<file path="src/rtl/alu_seq_pkg.sv">
// Shared types for the ALU command sequencer: FSM states and the command record.
package alu_seq_pkg;

  localparam int unsigned OpW      = 2;
  localparam int unsigned DefaultN = 8;

  typedef enum logic [1:0] {
    IDLE,
    WAIT,
    RESP
  } seq_state_e;

  // Command record at the default operand width; the top builds the same
  // layout at its own N so the FIFO stays width-agnostic.
  typedef struct packed {
    logic [OpW-1:0]      op;
    logic [DefaultN-1:0] a;
    logic [DefaultN-1:0] b;
  } alu_cmd_t;

  // Bits needed to store one command {op, a, b} for operand width n.
  function automatic int unsigned cmd_width(input int unsigned n);
    return OpW + 2 * n;
  endfunction

endpackage

</file>
<file path="src/rtl/alu_cmd_fifo.sv">
// Command FIFO: DEPTH entries of WIDTH bits, wrap-bit pointers, no pass-through.
module alu_cmd_fifo #(
  parameter int unsigned DEPTH = 4,
  parameter int unsigned WIDTH = 18
) (
  input  logic             clk,
  input  logic             reset,
  input  logic             push,
  input  logic             pop,
  input  logic [WIDTH-1:0] wdata,
  output logic [WIDTH-1:0] rdata,
  output logic             full,
  output logic             empty
);

  localparam int unsigned AW = $clog2(DEPTH);

  logic [AW:0]      wr_ptr;
  logic [AW:0]      rd_ptr;
  logic [WIDTH-1:0] mem [DEPTH];
  logic             do_push;
  logic             do_pop;

  // A push while full is dropped even if a pop happens in the same cycle.
  assign do_push = push && !full;
  assign do_pop  = pop && !empty;

  assign empty = (wr_ptr == rd_ptr);
  assign full  = (wr_ptr[AW] != rd_ptr[AW]) && (wr_ptr[AW-1:0] == rd_ptr[AW-1:0]);
  assign rdata = mem[rd_ptr[AW-1:0]];

  // Pointer update; reset empties the FIFO.
  always_ff @(posedge clk) begin
    if (reset) begin
      wr_ptr <= '0;
      rd_ptr <= '0;
    end else begin
      if (do_push) wr_ptr <= wr_ptr + 1'b1;
      if (do_pop)  rd_ptr <= rd_ptr + 1'b1;
    end
  end

  // Storage write; contents need no reset since empty masks them.
  always_ff @(posedge clk) begin
    if (do_push) mem[wr_ptr[AW-1:0]] <= wdata;
  end

endmodule

</file>
<file path="src/rtl/alu_cmd_sequencer.sv">
// Drives an ALU one command at a time from a buffered command stream and
// returns result, status and the echoed command over a response stream.
module alu_cmd_sequencer
  import alu_seq_pkg::*;
#(
  parameter int unsigned N           = 8,
  parameter int unsigned M           = 4,
  parameter int unsigned ALU_LATENCY = 1,
  parameter int unsigned DEPTH       = 4
) (
  input  logic          i_clk,
  input  logic          i_reset,
  input  logic          i_cmd_valid,
  output logic          o_cmd_ready,
  input  logic [1:0]    i_cmd_op,
  input  logic [N-1:0]  i_cmd_a,
  input  logic [N-1:0]  i_cmd_b,
  output logic [1:0]    o_alu_op,
  output logic [N-1:0]  o_alu_a,
  output logic [N-1:0]  o_alu_b,
  input  logic [N-1:0]  i_alu_result,
  input  logic [M-1:0]  i_alu_status,
  output logic          o_rsp_valid,
  input  logic          i_rsp_ready,
  output logic [1:0]    o_rsp_op,
  output logic [N-1:0]  o_rsp_a,
  output logic [N-1:0]  o_rsp_b,
  output logic [N-1:0]  o_rsp_result,
  output logic [M-1:0]  o_rsp_status,
  output logic          o_busy,
  output logic [15:0]   o_done_cnt
);

  localparam int unsigned CmdW   = cmd_width(N);
  localparam int unsigned WcntW  = $clog2(ALU_LATENCY + 2);
  localparam logic [WcntW-1:0] WcntLast = WcntW'(ALU_LATENCY);

  // Same layout as alu_cmd_t, sized to this instance's N.
  typedef struct packed {
    logic [OpW-1:0] op;
    logic [N-1:0]   a;
    logic [N-1:0]   b;
  } cmd_t;

  seq_state_e       state;
  seq_state_e       state_next;
  cmd_t             in_cmd;
  cmd_t             head_cmd;
  cmd_t             drive_cmd;
  cmd_t             rsp_cmd;
  logic [CmdW-1:0]  head_bits;
  logic [WcntW-1:0] wcnt;
  logic [N-1:0]     rsp_result;
  logic [M-1:0]     rsp_status;
  logic             rsp_valid;
  logic [15:0]      done_cnt;
  logic             fifo_push;
  logic             fifo_pop;
  logic             fifo_full;
  logic             fifo_empty;
  logic             load_drive;
  logic             capture;
  logic             rsp_done;

  assign in_cmd    = '{op: i_cmd_op, a: i_cmd_a, b: i_cmd_b};
  assign head_cmd  = cmd_t'(head_bits);
  assign fifo_push = i_cmd_valid && !fifo_full;

  alu_cmd_fifo #(
    .DEPTH (DEPTH),
    .WIDTH (CmdW)
  ) u_fifo (
    .clk   (i_clk),
    .reset (i_reset),
    .push  (fifo_push),
    .pop   (fifo_pop),
    .wdata (in_cmd),
    .rdata (head_bits),
    .full  (fifo_full),
    .empty (fifo_empty)
  );

  // FSM state register.
  always_ff @(posedge i_clk) begin
    if (i_reset) state <= IDLE;
    else         state <= state_next;
  end

  // Next-state decode and per-state strobes.
  always_comb begin
    state_next = state;
    fifo_pop   = 1'b0;
    load_drive = 1'b0;
    capture    = 1'b0;
    rsp_done   = 1'b0;
    unique case (state)
      IDLE: begin
        if (!fifo_empty) begin
          fifo_pop   = 1'b1;
          load_drive = 1'b1;
          state_next = WAIT;
        end
      end
      WAIT: begin
        if (wcnt == WcntLast) begin
          capture    = 1'b1;
          state_next = RESP;
        end
      end
      RESP: begin
        if (i_rsp_ready) begin
          rsp_done   = 1'b1;
          state_next = IDLE;
        end
      end
      default: state_next = IDLE;
    endcase
  end

  // ALU drive registers; they keep their last value while idle.
  always_ff @(posedge i_clk) begin
    if (i_reset)         drive_cmd <= '0;
    else if (load_drive) drive_cmd <= head_cmd;
  end

  // Wait counter: cleared on issue, counts up until the result is sampled.
  always_ff @(posedge i_clk) begin
    if (i_reset)                         wcnt <= '0;
    else if (load_drive)                 wcnt <= '0;
    else if (state == WAIT && !capture)  wcnt <= wcnt + 1'b1;
  end

  // Response registers: loaded once per command, held under backpressure.
  always_ff @(posedge i_clk) begin
    if (i_reset) begin
      rsp_cmd    <= '0;
      rsp_result <= '0;
      rsp_status <= '0;
      rsp_valid  <= 1'b0;
    end else if (capture) begin
      rsp_cmd    <= drive_cmd;
      rsp_result <= i_alu_result;
      rsp_status <= i_alu_status;
      rsp_valid  <= 1'b1;
    end else if (rsp_done) begin
      rsp_valid  <= 1'b0;
    end
  end

  // Completed-response counter, free-running wrap.
  always_ff @(posedge i_clk) begin
    if (i_reset)       done_cnt <= '0;
    else if (rsp_done) done_cnt <= done_cnt + 16'd1;
  end

  assign o_cmd_ready  = !fifo_full;
  assign o_alu_op     = drive_cmd.op;
  assign o_alu_a      = drive_cmd.a;
  assign o_alu_b      = drive_cmd.b;
  assign o_rsp_valid  = rsp_valid;
  assign o_rsp_op     = rsp_cmd.op;
  assign o_rsp_a      = rsp_cmd.a;
  assign o_rsp_b      = rsp_cmd.b;
  assign o_rsp_result = rsp_result;
  assign o_rsp_status = rsp_status;
  assign o_busy       = (state != IDLE) || !fifo_empty;
  assign o_done_cnt   = done_cnt;

  // A stalled response must not change underneath the consumer.
  rsp_stable_a: assert property (@(posedge i_clk) disable iff (i_reset)
      (o_rsp_valid && !i_rsp_ready) |=>
      (o_rsp_valid && $stable(o_rsp_result) && $stable(o_rsp_status) && $stable(o_rsp_a)));

endmodule

</file>
<file path="config.mk">
export PLATFORM = sky130hd
export DESIGN_NAME = alu_cmd_sequencer
export DESIGN_NICKNAME = d
export VERILOG_FILES = /design/src/rtl/alu_seq_pkg.sv /design/src/rtl/alu_cmd_fifo.sv /design/src/rtl/alu_cmd_sequencer.sv
export SDC_FILE = /design/constraint.sdc
export NUM_CORES = 1
export LEC_CHECK = 0
export ABC_CLOCK_PERIOD_IN_PS = 2590
export CAP_MARGIN = 5
export CELL_PAD_IN_SITES_DETAIL_PLACEMENT = 0
export CELL_PAD_IN_SITES_GLOBAL_PLACEMENT = 1
export CORE_MARGIN = 3
export CORE_UTILIZATION = 42
export DETAILED_ROUTE_END_ITERATION = 10
export PLACE_DENSITY = 0.88
export SYNTH_ARGS = -nofsm -noshare
export SYNTH_HDL_FRONTEND = slang
export SYNTH_SLANG_ARGS = --single-unit
</file>
<file path="constraint.sdc">
create_clock -name i_clk -period 2.59 [get_ports i_clk]
set_input_delay 0.518 -clock i_clk [delete_from_list [all_inputs] [get_ports i_clk]]
set_output_delay 0.518 -clock i_clk [all_outputs]
set_load 0.05 [all_outputs]
</file>
### Cell sizes after repair, run 1

Scale: 4 px per um.
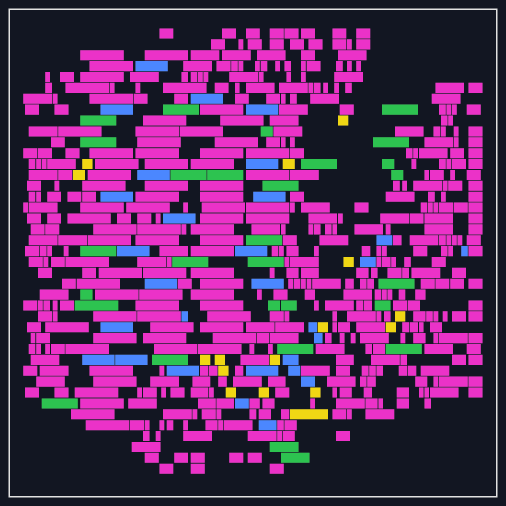
[drive 1 or less] magenta | cells: 479 | share: 87% | most used: clkdlybuf4s50_1
[drive 3 to 4] yellow | cells: 16 | share: 2.9% | most used: buf_4
[drive 6 and up] green | cells: 28 | share: 5.1% | most used: clkbuf_16
[drive 2] blue | cells: 29 | share: 5.3% | most used: mux4_2
count of plain and timing-repair buffers: 111
summed area of non-filler cells in the final layout: 0.00738 mm^2
worst-case setup margin in the final layout: 0.338 ns

### Wiring heat map, run 1

Scale: 3 px per um. 24 x 24 tiles, from black (low) to pale yellow (high), scaled to the fullest tile. Values are wire area over tile area, all layers added.
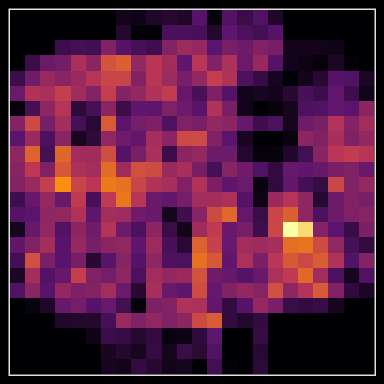
mean over tiles: 0.13
densest ninth of the die: middle left
nearly empty tiles: 18%
all-layer global routing usage: 17.4%
vias: 3,679
wire length per cell: 16.7 um
overall routed net length: 12,100 um

### Sequential cells grouped by signal name, run 1

Scale: 3 px per um. Other sequential cells in the stronger gray, the rest of the logic in the fainter gray.
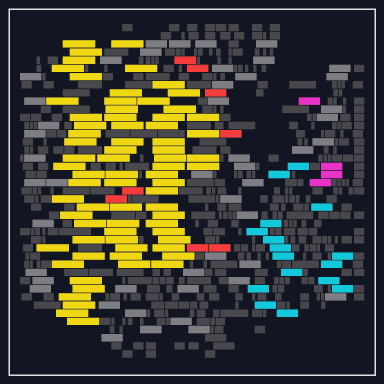
[u_fifo.mem] yellow | flops: 72
[o_done_cnt] cyan | flops: 16
[o_alu_b] red | flops: 8
[o_rsp_status] magenta | flops: 4 | where: middle right
sequential power: 2.88 mW
Storage cell area: 0.00366 mm^2

==> GITHUB_STEP_SUMMARY, run 1 <==
## Synthesis and layout report

| Metric | Value |
|---|---|
| Number of global-route vias before repair | `3,745` |
| Wire length of the first global-routing pass | `between 15,000 and 20,000 um` |
| Total count of max-transition violations in the final report | `0` |
| Timing-limited maximum frequency | `about 440 MHz` |
| Max FO, Critical Path | `6` |
| Largest net degree at the start of global routing | `34` |
| Final non-filler cell total | `724` |
| Rows | `41` |
| Core Util, Final | `57.6%` |
| Total Nets Final | `580` |
| Number of cell instances after yosys synthesis | `433` |
| Post-synthesis cell type with the largest combined area | `sky130_fd_sc_hd__edfxtp_1` |
| Dominant logic cell types in the final layout | `97 x sky130_fd_sc_hd__clkdlybuf4s50_1, 75 x sky130_fd_sc_hd__dfxtp_1, 72 x sky130_fd_sc_hd__edfxtp_1` |
| Detailed-route DRC error count | `0` |
| Remaining Overflow, GRT | `0` |
| Worst Path Required | `2.07 ns` |
| TNS Setup | `0 ns` |
| Hold bufs inserted after CTS | `0` |
| Net count of the mapped netlist | `474` |
| Io pins | `a little over 100` |
| Area leader share | `38.6%` |
| Latency at later pin | `roughly 0.42 ns` |
| Most common cell after layout, fill and taps aside | `sky130_fd_sc_hd__clkdlybuf4s50_1` |
| Hold Vio Cnt, Final | `0` |
| Port Buffer Count | `100` |
| Crit path time final | `2.25 ns` |
| Fraction of the core area occupied by cells at floorplan | `43.7%` |
| Clock sinks | `147` |
| Number of enable flip-flop cells | `72` |
| Number of warnings in the stage logs | `29` |
| Initial antenna violation count | `0` |
| # setup viols final | `0` |
| Yosys warnings | `0` |
| Post-route clock skew | `0.0102 ns` |
| Die Size | `roughly 0.015 mm^2` |
| Worst Tran Pin Value | `0.726 ns` |
| Arrival @ worst endpoint | `1.73 ns` |
| Synthesis-stage register bit count | `roughly 150` |
| Hold crit path type | `reg2reg` |
| Max-Slew Margin vs Limit | `51.6%` |
| CTS root buf | `sky130_fd_sc_hd__clkbuf_16` |
| Chip Width | `~120 um` |
| Area growth, synth to finish | `31.8%` |
| DRT antenna net count | `0` |
| Leakage dissipation | `roughly 2.5 nW` |
| Syn_area_per_cell | `12.9 um^2` |
| Total stage count of the critical path | `1` |
| Worst setup path class | `reg2out` |
| Number of buffers between clock root and the deepest sink | `2` |
| Crit. End Element | `output pin` |
| Clock tree from TritonCTS | `done` |
| Proportion of layout cells with a drive suffix above 1 | `13.2%` |
| Gate Count Post-Synth | `433` |
| Fillers | `1,063` |
| CP top delay family | `buffers and inverters` |
| Detailed placement HPWL | `a little under 8000 um` |
| Max-cap violation count | `0` |
| Nature of the critical path startpoint | `flip-flop` |
| Number of levels in the clock H-tree | `4` |
| RePlAce Congestion | `0.850` |
| Area reported by Yosys stat | `0.00560 mm^2` |
| Overall power after layout | `approximately 7.3 mW` |
| First-pass detailed-route iteration total | `5` |
| Total setup buffers inserted after CTS | `0` |
| Detailed router's first-iteration violation count | `241` |
| Total of cells resized after clock tree synthesis | `0` |
| Asr flop ratio synth | `0%` |
| Critical Path, Cell by Cell | `clkdlybuf4s50_1` |
| Standard cell core area | `0.0128 mm^2` |
| Commonest register cell after synthesis | `sky130_fd_sc_hd__dfxtp_1` |
| Clock buffers created by TritonCTS | `17` |
| Unrepaired setup endpoints after global routing | `no` |
| Portion of the post-synthesis area used by sequential elements | `roughly two thirds` |
| Status | `finished clean` |
| Pwr dens | `992 mW/mm^2` |
| Worst Path Buf+Inv | `1` |
| Die Y-Extent | `121 um` |
| R2R setup slack | `0.67 ns` |
| Antenna diode instance count | `0` |
| Hold path depth | `2` |
| Placed Cells | `approximately 690` |
| Post-synth top cells | `75 x sky130_fd_sc_hd__dfxtp_1, 72 x sky130_fd_sc_hd__edfxtp_1, 68 x sky130_fd_sc_hd__nand2_1` |
| Standard cell with the maximum stage delay on the critical path | `sky130_fd_sc_hd__clkdlybuf4s50_1` |
| Synthesized area | `0.00560 mm^2` |
| Largest cells by area | `sky130_fd_sc_hd__edfxtp_1 39%, sky130_fd_sc_hd__dfxtp_1 27%, sky130_fd_sc_hd__mux4_2 7.2%` |
| Delay of the slowest critical-path stage | `around 0.85 ns` |
| Via density per instance | `5.08` |
| Register-to-Register Path Depth | `4` |
| Worst vdd rail ir drop | `between 0.7 and 0.8 mV` |
| Cell with the most instances after synthesis | `sky130_fd_sc_hd__dfxtp_1` |
| Count of unique library cells instantiated by Yosys | `38` |
| Tcrit/Tclk final | `86.9%` |
| Clock transition time at the flip-flop clock pins of the worst setup and hold paths | `0.07 ns` |
-- run 1: report_power, final --
part           internal [mW]  switching [mW]
sequential              2.69           0.187
combinational          0.822            1.21
clock                   1.40            1.00
-- run 1: path summary, 6_finish.rpt --
kind,start,to
worst max-delay path,o_done_cnt[3]$_SDFFE_PP0P_,o_done_cnt[3]
worst min-delay path,o_rsp_result[7]$_SDFFE_PP0P_,o_rsp_result[7]$_SDFFE_PP0P_
worst max register to register,u_fifo.wr_ptr[1]$_SDFFE_PP0P_,wcnt[1]$_SDFFE_PP0P_
worst min register to register,o_rsp_result[7]$_SDFFE_PP0P_,o_rsp_result[7]$_SDFFE_PP0P_
-- run 1: flip-flops by register name, summed over array words and instances, names as in the netlist --
register / flops
u_fifo.mem: 72
o_done_cnt: 16
o_alu_a: 8
o_alu_b: 8
o_rsp_a: 8
o_rsp_b: 8
o_rsp_result: 8
o_rsp_status: 4
u_fifo.rd_ptr: 3
u_fifo.wr_ptr: 3
o_alu_op: 2
o_rsp_op: 2
state: 2
wcnt: 2
o_rsp_valid: 1
-- run 1: per-layer routing --
layer | wire (um) | GRT usage [%]
met1 | 5280 | 22.6
met2 | 5940 | 28.1
met3 | 722 | 5.27
met4 | 142 | 5.81
met5 | 0 | 0
-- run 1: cell type report --
class,instances,area (um^2),share of cell area (%)
Sequential cell,147,3660,49.6
Multi-Input combinational cell,256,1790,24.3
Timing Repair Buffer,111,1100,14.9
Clock buffer,18,450,6.10
Tap cell,172,215,2.92
Clock inverter,14,138,1.86
Inverter,6,22.5,0.305
-- run 1: stage by stage --
stage | setup WS [ns] | cell area, um^2 | hold WS (ns)
final | 0.338 | 7380 | 0.454
after global placement | 0.438 | 6790 | 0.441
after floorplan | 0.704 | 5600 | 0.479
after detailed placement | 0.399 | 6790 | 0.448
after CTS | 0.319 | 7380 | 0.455
after global routing | 0.271 | 7380 | 0.474
-- run 1: cell families (layout without fill, tap and decap cells) --
family / after synthesis / count (layout) / synth area share [%]
adder cells (fa/ha/maj): 7 / 7 / 1.56
XOR/XNOR: 16 / 16 / 2.50
AND/OR/NAND/NOR: 145 / 145 / 11.5
flip-flops: 147 / 147 / 65.4
multiplexers: 41 / 41 / 11.4
AND-OR/OR-AND: 47 / 47 / 5.03
buffers and inverters: 30 / 149 / 2.59
## Run 2: what changed since run 1
--- a/config.mk
+++ b/config.mk
@@ -13,6 +13,7 @@
 export CORE_UTILIZATION = 42
 export DETAILED_ROUTE_END_ITERATION = 10
 export PLACE_DENSITY = 0.88
+export SLEW_MARGIN = 10
 export SYNTH_ARGS = -nofsm -noshare
 export SYNTH_HDL_FRONTEND = slang
 export SYNTH_SLANG_ARGS = --single-unit
==> GITHUB_STEP_SUMMARY, run 2 <==
## Synthesis and layout report

| Metric | Value |
|---|---|
| Status | `finished clean` |
| Die Size | `0.0148 mm^2 (unchanged)` |
| Standard cell core area | `0.0128 mm^2 (unchanged)` |
| Register-to-Register Path Depth | `4 (unchanged)` |
| Area reported by Yosys stat | `0.00560 mm^2 (unchanged)` |
| Post-route clock skew | `0.0102 ns (unchanged)` |
| First-pass detailed-route iteration total | `5 (unchanged)` |
| Total of cells resized after clock tree synthesis | `0 (unchanged)` |
| Pwr dens | `992 mW/mm^2 (unchanged)` |
| Worst setup path class | `reg2out` |
| Syn_area_per_cell | `12.9 um^2 (unchanged)` |
| Crit. End Element | `output pin` |
| Count of unique library cells instantiated by Yosys | `38 (unchanged)` |
| Post-synthesis cell type with the largest combined area | `sky130_fd_sc_hd__edfxtp_1` |
| Fraction of the core area occupied by cells at floorplan | `43.7% (unchanged)` |
| Area leader share | `38.6% (unchanged)` |
| Total setup buffers inserted after CTS | `0 (unchanged)` |
| Largest net degree at the start of global routing | `34 (unchanged)` |
| Standard cell with the maximum stage delay on the critical path | `sky130_fd_sc_hd__clkdlybuf4s50_1` |
| Overall power after layout | `7.32 mW (unchanged)` |
| Nature of the critical path startpoint | `flip-flop` |
| Largest cells by area | `sky130_fd_sc_hd__edfxtp_1 39%, sky130_fd_sc_hd__dfxtp_1 27%, sky130_fd_sc_hd__mux4_2 7.2%` |
| Unrepaired setup endpoints after global routing | `no` |
| Clock transition time at the flip-flop clock pins of the worst setup and hold paths | `0.07 ns (about the same)` |
| Leakage dissipation | `2.52 nW (unchanged)` |
| Number of warnings in the stage logs | `29 (unchanged)` |
| Latency at later pin | `0.42 ns (about the same)` |
| CP top delay family | `buffers and inverters` |
| Worst-case setup margin in the final layout | `0.338 ns (unchanged)` |
| Hold bufs inserted after CTS | `0 (unchanged)` |
| Tcrit/Tclk final | `86.9% (unchanged)` |
| Total Nets Final | `580 (unchanged)` |
| Start point of the worst hold path | `o_rsp_result[7]$_SDFFE_PP0P_` |
| Arrival @ worst endpoint | `1.73 ns (about the same)` |
| Placed Cells | `692 (unchanged)` |
| Clock buffers created by TritonCTS | `17 (unchanged)` |
| Detailed-route DRC error count | `0 (unchanged)` |
| Antenna diode instance count | `0 (unchanged)` |
| Most common cell after layout, fill and taps aside | `sky130_fd_sc_hd__clkdlybuf4s50_1` |
| Via density per instance | `5.08 (unchanged)` |
| Die Y-Extent | `121 um (unchanged)` |
| Chip Width | `121 um (unchanged)` |
| Rows | `41 (unchanged)` |
| Asr flop ratio synth | `0% (unchanged)` |
| Final non-filler cell total | `724 (unchanged)` |
| Synthesis-stage register bit count | `147 (unchanged)` |
| Reg-to-Reg Start | `u_fifo.wr_ptr[1]$_SDFFE_PP0P_` |
| Critical path endpoint | `o_done_cnt[3]` |
| RePlAce Congestion | `0.850 (unchanged)` |
| Overall routed net length | `12,100 um (unchanged)` |
| Wire length of the first global-routing pass | `19,500 um (unchanged)` |
| Vias | `3,679 (unchanged)` |
| Detailed router's first-iteration violation count | `241 (unchanged)` |
| Post-synth top cells | `75 x sky130_fd_sc_hd__dfxtp_1, 72 x sky130_fd_sc_hd__edfxtp_1, 68 x sky130_fd_sc_hd__nand2_1` |
| # setup viols final | `0 (unchanged)` |
| All-layer global routing usage | `17.4% (unchanged)` |
| Portion of the post-synthesis area used by sequential elements | `65.4% (unchanged)` |
| Clock tree from TritonCTS | `done` |
| Hold crit path type | `reg2reg` |
| Remaining Overflow, GRT | `0 (unchanged)` |
| Wire length per cell | `16.7 um (unchanged)` |
| Wl on met1 | `5280 um (unchanged)` |
| Number of cell instances after yosys synthesis | `433 (unchanged)` |
| Total count of max-transition violations in the final report | `0 (unchanged)` |
| Clock sinks | `147 (unchanged)` |
| Number of buffers between clock root and the deepest sink | `2 (unchanged)` |
| Max-Slew Margin vs Limit | `51.6% (unchanged)` |
| Commonest register cell after synthesis | `sky130_fd_sc_hd__dfxtp_1` |
| Max-cap violation count | `0 (unchanged)` |
| Worst vdd rail ir drop | `0.709 mV (unchanged)` |
| Capturing point of the worst reg2reg path | `wcnt[1]$_SDFFE_PP0P_` |
| Port Buffer Count | `100 (unchanged)` |
| Number of global-route vias before repair | `3,745 (unchanged)` |
| Synthesized area | `0.00560 mm^2 (unchanged)` |
| Number of enable flip-flop cells | `72 (unchanged)` |
| Worst Tran Pin Value | `0.726 ns (unchanged)` |
| Startpoint of the most critical setup path | `o_done_cnt[3]$_SDFFE_PP0P_` |
| Hold Vio Cnt, Final | `0 (unchanged)` |
## run 2: metrics by stage
step | hold WS [ns] | cell area, um^2
after floorplan | 0.479 | 5600
after global placement | 0.441 | 6790
after detailed placement | 0.448 | 6790
after CTS | 0.455 | 7380
after global routing | 0.474 | 7380
final | 0.454 | 7380
## run 2: how the worst min path moves through the flow
stage                                         endpoint  slack, ns  cells past startpoint
after floorplan                   wcnt[1]$_SDFFE_PP0P_       0.48                      2
after global placement    o_rsp_status[1]$_SDFFE_PP0P_       0.44                      2
after detailed placement  o_rsp_result[7]$_SDFFE_PP0P_       0.45                      2
after CTS                 o_rsp_result[7]$_SDFFE_PP0P_       0.46                      2
after global routing           o_rsp_b[7]$_SDFFE_PP0P_       0.47                      2
final                     o_rsp_result[7]$_SDFFE_PP0P_       0.45                      2
## run 2: layout make-up
type                       count  area, um^2
clock inverter                14         138
timing repair buffer         111        1100
multi-input combinational    256        1790
inverter                       6        22.5
sequential                   147        3660
tap                          172         215
fill                        1063        5440
clock buffer                  18         450
## run 2: cells by family (layout without fill, tap and decap cells)
family | after synthesis | in the layout | synth area share, %
adders and majority gates | 7 | 7 | 1.56
muxes | 41 | 41 | 11.4
AOI/OAI and AO/OA | 47 | 47 | 5.03
and+or+nand+nor | 145 | 145 | 11.5
xor gates and xnor gates | 16 | 16 | 2.50
buffers and inverters | 30 | 149 | 2.59
DFF | 147 | 147 | 65.4
## run 2: power breakdown
group,internal [mW],leakage [nW],switching [mW]
logic,0.822,0.969,1.21
registers,2.69,1.27,0.187
clock network,1.40,0.285,1.00
total,4.92,2.52,2.40
## run 2: routing by layer
metal / vias up / GRT usage (%)
li1: 1755 / -
met1: 1792 / 22.6
met2: 119 / 28.1
met3: 13 / 5.27
met4: 0 / 5.81
met5: - / 0
### Cell sizes after repair, run 2

Scale: 4 px per um.
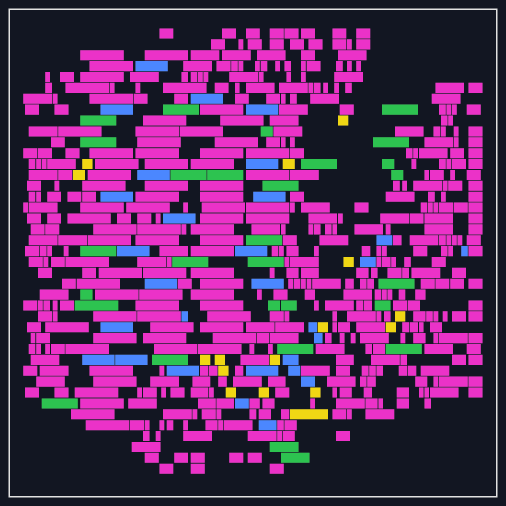
Area growth, synth to finish: 31.8%

### Sequential cells grouped by signal name, run 2

Scale: 3 px per um. Other sequential cells in the stronger gray, the rest of the logic in the fainter gray.
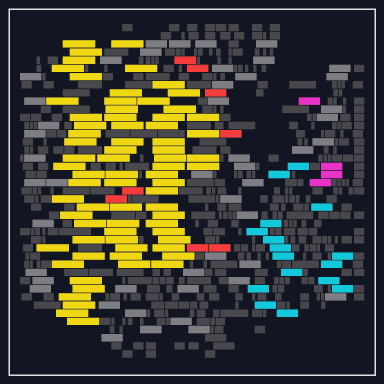
[o_rsp_status] magenta | flops: 4 | where: middle right
[o_done_cnt] cyan | flops: 16
[o_alu_b] red | flops: 8
[u_fifo.mem] yellow | flops: 72

## Run 3: what changed since run 2
--- a/config.mk
+++ b/config.mk
@@ -12,6 +12,8 @@
 export CORE_MARGIN = 3
 export CORE_UTILIZATION = 42
 export DETAILED_ROUTE_END_ITERATION = 10
+export GPL_ROUTABILITY_DRIVEN = 0
+export HOLD_SLACK_MARGIN = 0.06
 export PLACE_DENSITY = 0.88
 export SLEW_MARGIN = 10
 export SYNTH_ARGS = -nofsm -noshare
==> GITHUB_STEP_SUMMARY, run 3 <==
## Synthesis and layout report

| Metric | Value |
|---|---|
| Io pins | `about 100` |
| Fraction of the core area occupied by cells at floorplan | `43.7% (unchanged)` |
| Total of cells resized after clock tree synthesis | `0 (unchanged)` |
| Hold Vio Cnt, Final | `0 (unchanged)` |
| Dominant logic cell types in the final layout | `97 x sky130_fd_sc_hd__clkdlybuf4s50_1, 75 x sky130_fd_sc_hd__dfxtp_1, 72 x sky130_fd_sc_hd__edfxtp_1` |
| Net count of the mapped netlist | `around 470` |
| Standard cell with the maximum stage delay on the critical path | `sky130_fd_sc_hd__clkdlybuf4s50_1` |
| Total count of max-transition violations in the final report | `0 (unchanged)` |
| Core Util, Final | `57.6%` |
| DRT antenna net count | `0` |
| Crit path time final | `2.25 ns` |
| Die Y-Extent | `121 um (unchanged)` |
| Worst vdd rail ir drop | `0.709 mV (unchanged)` |
| Worst Path Buf+Inv | `1` |
| Chip Width | `121 um (unchanged)` |
| Status | `finished clean` |
| TNS Setup | `0 ns` |
| Detailed router's first-iteration violation count | `241 (unchanged)` |
| All-layer global routing usage | `17.4% (unchanged)` |
| Wire length of the first global-routing pass | `19,500 um (unchanged)` |
| Number of global-route vias before repair | `3,745 (unchanged)` |
| Number of warnings in the stage logs | `29 (unchanged)` |
| Tcrit/Tclk final | `86.9% (unchanged)` |
| Syn_area_per_cell | `12.9 um^2 (unchanged)` |
| Standard cell core area | `0.0128 mm^2 (unchanged)` |
| Number of levels in the clock H-tree | `4` |
| Via density per instance | `5.08 (unchanged)` |
| Register-to-Register Path Depth | `4 (unchanged)` |
| Total Nets Final | `580 (unchanged)` |
| CTS root buf | `sky130_fd_sc_hd__clkbuf_16` |
| Post-synth top cells | `75 x sky130_fd_sc_hd__dfxtp_1, 72 x sky130_fd_sc_hd__edfxtp_1, 68 x sky130_fd_sc_hd__nand2_1` |
| Port Buffer Count | `100 (unchanged)` |
| # setup viols final | `0 (unchanged)` |
| Wire length per cell | `16.7 um (unchanged)` |
| Count of unique library cells instantiated by Yosys | `38 (unchanged)` |
| Overall power after layout | `7.32 mW (unchanged)` |
| Commonest register cell after synthesis | `sky130_fd_sc_hd__dfxtp_1` |
| First-pass detailed-route iteration total | `5 (unchanged)` |
| Total stage count of the critical path | `1` |
| Number of buffers between clock root and the deepest sink | `2 (unchanged)` |
| Max FFs per register | `72` |
| Number of cell instances after yosys synthesis | `433 (unchanged)` |
| Tightest hold margin | `0.454 ns (unchanged)` |
| Worst setup path class | `reg2out` |
| Synthesized area | `0.00560 mm^2 (unchanged)` |
| Clock tree from TritonCTS | `done` |
| CP top delay family | `buffers and inverters` |
| Worst Path Required | `2.07 ns` |
| Rows | `41 (unchanged)` |
| Post-synthesis cell type with the largest combined area | `sky130_fd_sc_hd__edfxtp_1` |
| Portion of the post-synthesis area used by sequential elements | `65.4% (unchanged)` |
| Number of enable flip-flop cells | `72 (unchanged)` |
| Detailed placement HPWL | `7690 um` |
| Yosys warnings | `0` |
| Area growth, synth to finish | `31.8% (unchanged)` |
| Vias | `3,679 (unchanged)` |
| Timing-limited maximum frequency | `444 MHz` |
| Largest cells by area | `sky130_fd_sc_hd__edfxtp_1 39%, sky130_fd_sc_hd__dfxtp_1 27%, sky130_fd_sc_hd__mux4_2 7.2%` |
| Leakage dissipation | `2.52 nW (unchanged)` |
| Clock transition time at the flip-flop clock pins of the worst setup and hold paths | `0.07 ns (about the same)` |
| Max-cap violation count | `0 (unchanged)` |
| Delay of the slowest critical-path stage | `approximately 0.85 ns` |
| Arrival @ worst endpoint | `1.73 ns (about the same)` |
| Die Size | `0.0148 mm^2 (unchanged)` |
| Pwr dens | `992 mW/mm^2 (unchanged)` |
| Initial antenna violation count | `0` |
| Worst Tran Pin Value | `0.726 ns (unchanged)` |
| Unrepaired setup endpoints after global routing | `no` |
| Clock buffers created by TritonCTS | `17 (unchanged)` |
| Max-Slew Margin vs Limit | `51.6% (unchanged)` |
| Hold path depth | `2 (unchanged)` |
| Max FO, Critical Path | `6` |
| Antenna diode instance count | `0 (unchanged)` |
| Largest net degree at the start of global routing | `34 (unchanged)` |
| Overall routed net length | `12,100 um (unchanged)` |
| Gate Count Post-Synth | `433` |
| Fillers | `1,063 (unchanged)` |
| Remaining Overflow, GRT | `0 (unchanged)` |
| Hold bufs inserted after CTS | `0 (unchanged)` |
| Cell with the most instances after synthesis | `sky130_fd_sc_hd__dfxtp_1` |
| Most common cell after layout, fill and taps aside | `sky130_fd_sc_hd__clkdlybuf4s50_1` |
| Synthesis-stage register bit count | `147 (unchanged)` |
| Detailed-route DRC error count | `0 (unchanged)` |
| Total setup buffers inserted after CTS | `0 (unchanged)` |
| Proportion of layout cells with a drive suffix above 1 | `13.2%` |
| Asr flop ratio synth | `0% (unchanged)` |
| Area reported by Yosys stat | `0.00560 mm^2 (unchanged)` |
| Critical Path, Cell by Cell | `clkdlybuf4s50_1` |
| Crit. End Element | `output pin` |
| Nature of the critical path startpoint | `flip-flop` |
| Area leader share | `38.6% (unchanged)` |
| Hold crit path type | `reg2reg` |
-- run 3: cell counts after synthesis --
No cell type changed its count.
-- run 3: power by group --
| part | total, mW | switching (mW) | internal [mW] |
|---|---|---|---|
| Combinational | 2.04 | 1.21 | 0.822 |
| Clock | 2.41 | 1.00 | 1.40 |
| Sequential | 2.88 | 0.187 | 2.69 |
-- run 3: logic make-up (layout without fill, tap and decap cells) --
| family | after synthesis | after routing | synth area share (%) |
|---|---|---|---|
| xor+xnor | 16 | 16 | 2.50 |
| flops | 147 | 147 | 65.4 |
| mux | 41 | 41 | 11.4 |
| compound gates | 47 | 47 | 5.03 |
| simple gates | 145 | 145 | 11.5 |
| fa+ha+maj | 7 | 7 | 1.56 |
| buf+inv | 30 | 149 | 2.59 |
-- run 3: cell type report --
type                    count  area (um^2)  area share [%]
inverters                   6         22.5           0.305
multi-input cells         256         1790            24.3
flip-flops and latches    147         3660            49.6
clock buffers              18          450            6.10
repair buffers            111         1100            14.9
clock inverters            14          138            1.86
well taps                 172          215            2.92
-- run 3: tightest hold or removal path, stage by stage (launching register included) --
cell and delay (ns):
sky130_fd_sc_hd__dfxtp_1 0.31, sky130_fd_sc_hd__nand2_1 0.05, sky130_fd_sc_hd__a21oi_1 0.05
-- run 3: metal layers --
metal	GRT usage [%]	share of wire (%)	vias up
li1	-	-	1755
met2	28.1	49	119
met3	5.27	6.0	13
met5	0	0	-
met1	22.6	44	1792
met4	5.81	1.2	0
-- run 3: path summary, 6_finish.rpt --
check,start,end,slack [ns]
max,o_done_cnt[3]$_SDFFE_PP0P_,o_done_cnt[3],0.34
min,o_rsp_result[7]$_SDFFE_PP0P_,o_rsp_result[7]$_SDFFE_PP0P_,0.45
max reg2reg,u_fifo.wr_ptr[1]$_SDFFE_PP0P_,wcnt[1]$_SDFFE_PP0P_,0.67
min reg2reg,o_rsp_result[7]$_SDFFE_PP0P_,o_rsp_result[7]$_SDFFE_PP0P_,0.45
-- run 3: metrics by stage --
step	instances	cell area, um^2	setup slack, ns
6_report	724	7380	0.338
3_3_place_gp	692	6790	0.438
5_1_grt	724	7380	0.271
2_1_floorplan	433	5600	0.704
4_1_cts	724	7380	0.319
3_5_place_dp	692	6790	0.399
### Met3 routing, run 3

Scale: 4 px per um.
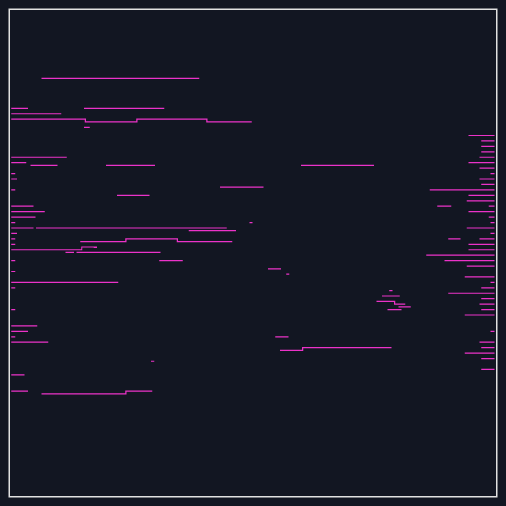
main direction: horizontal
wire length on this layer: 722 um
met3 track utilization from global routing: 5.27%

### Clock nets, run 3

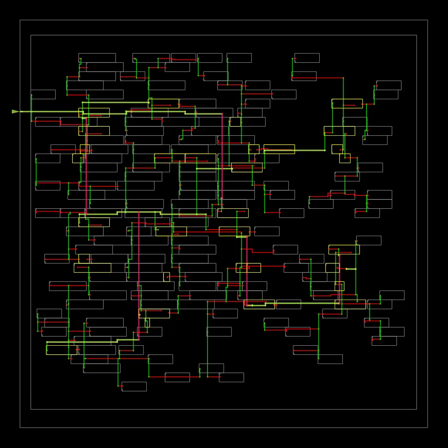
post-route clock skew: 0.0102 ns
clock sinks: 147
Clk power: 2.41 mW
Latency at later pin: 0.42 ns

Power is estimated from default activity; no workload was simulated.
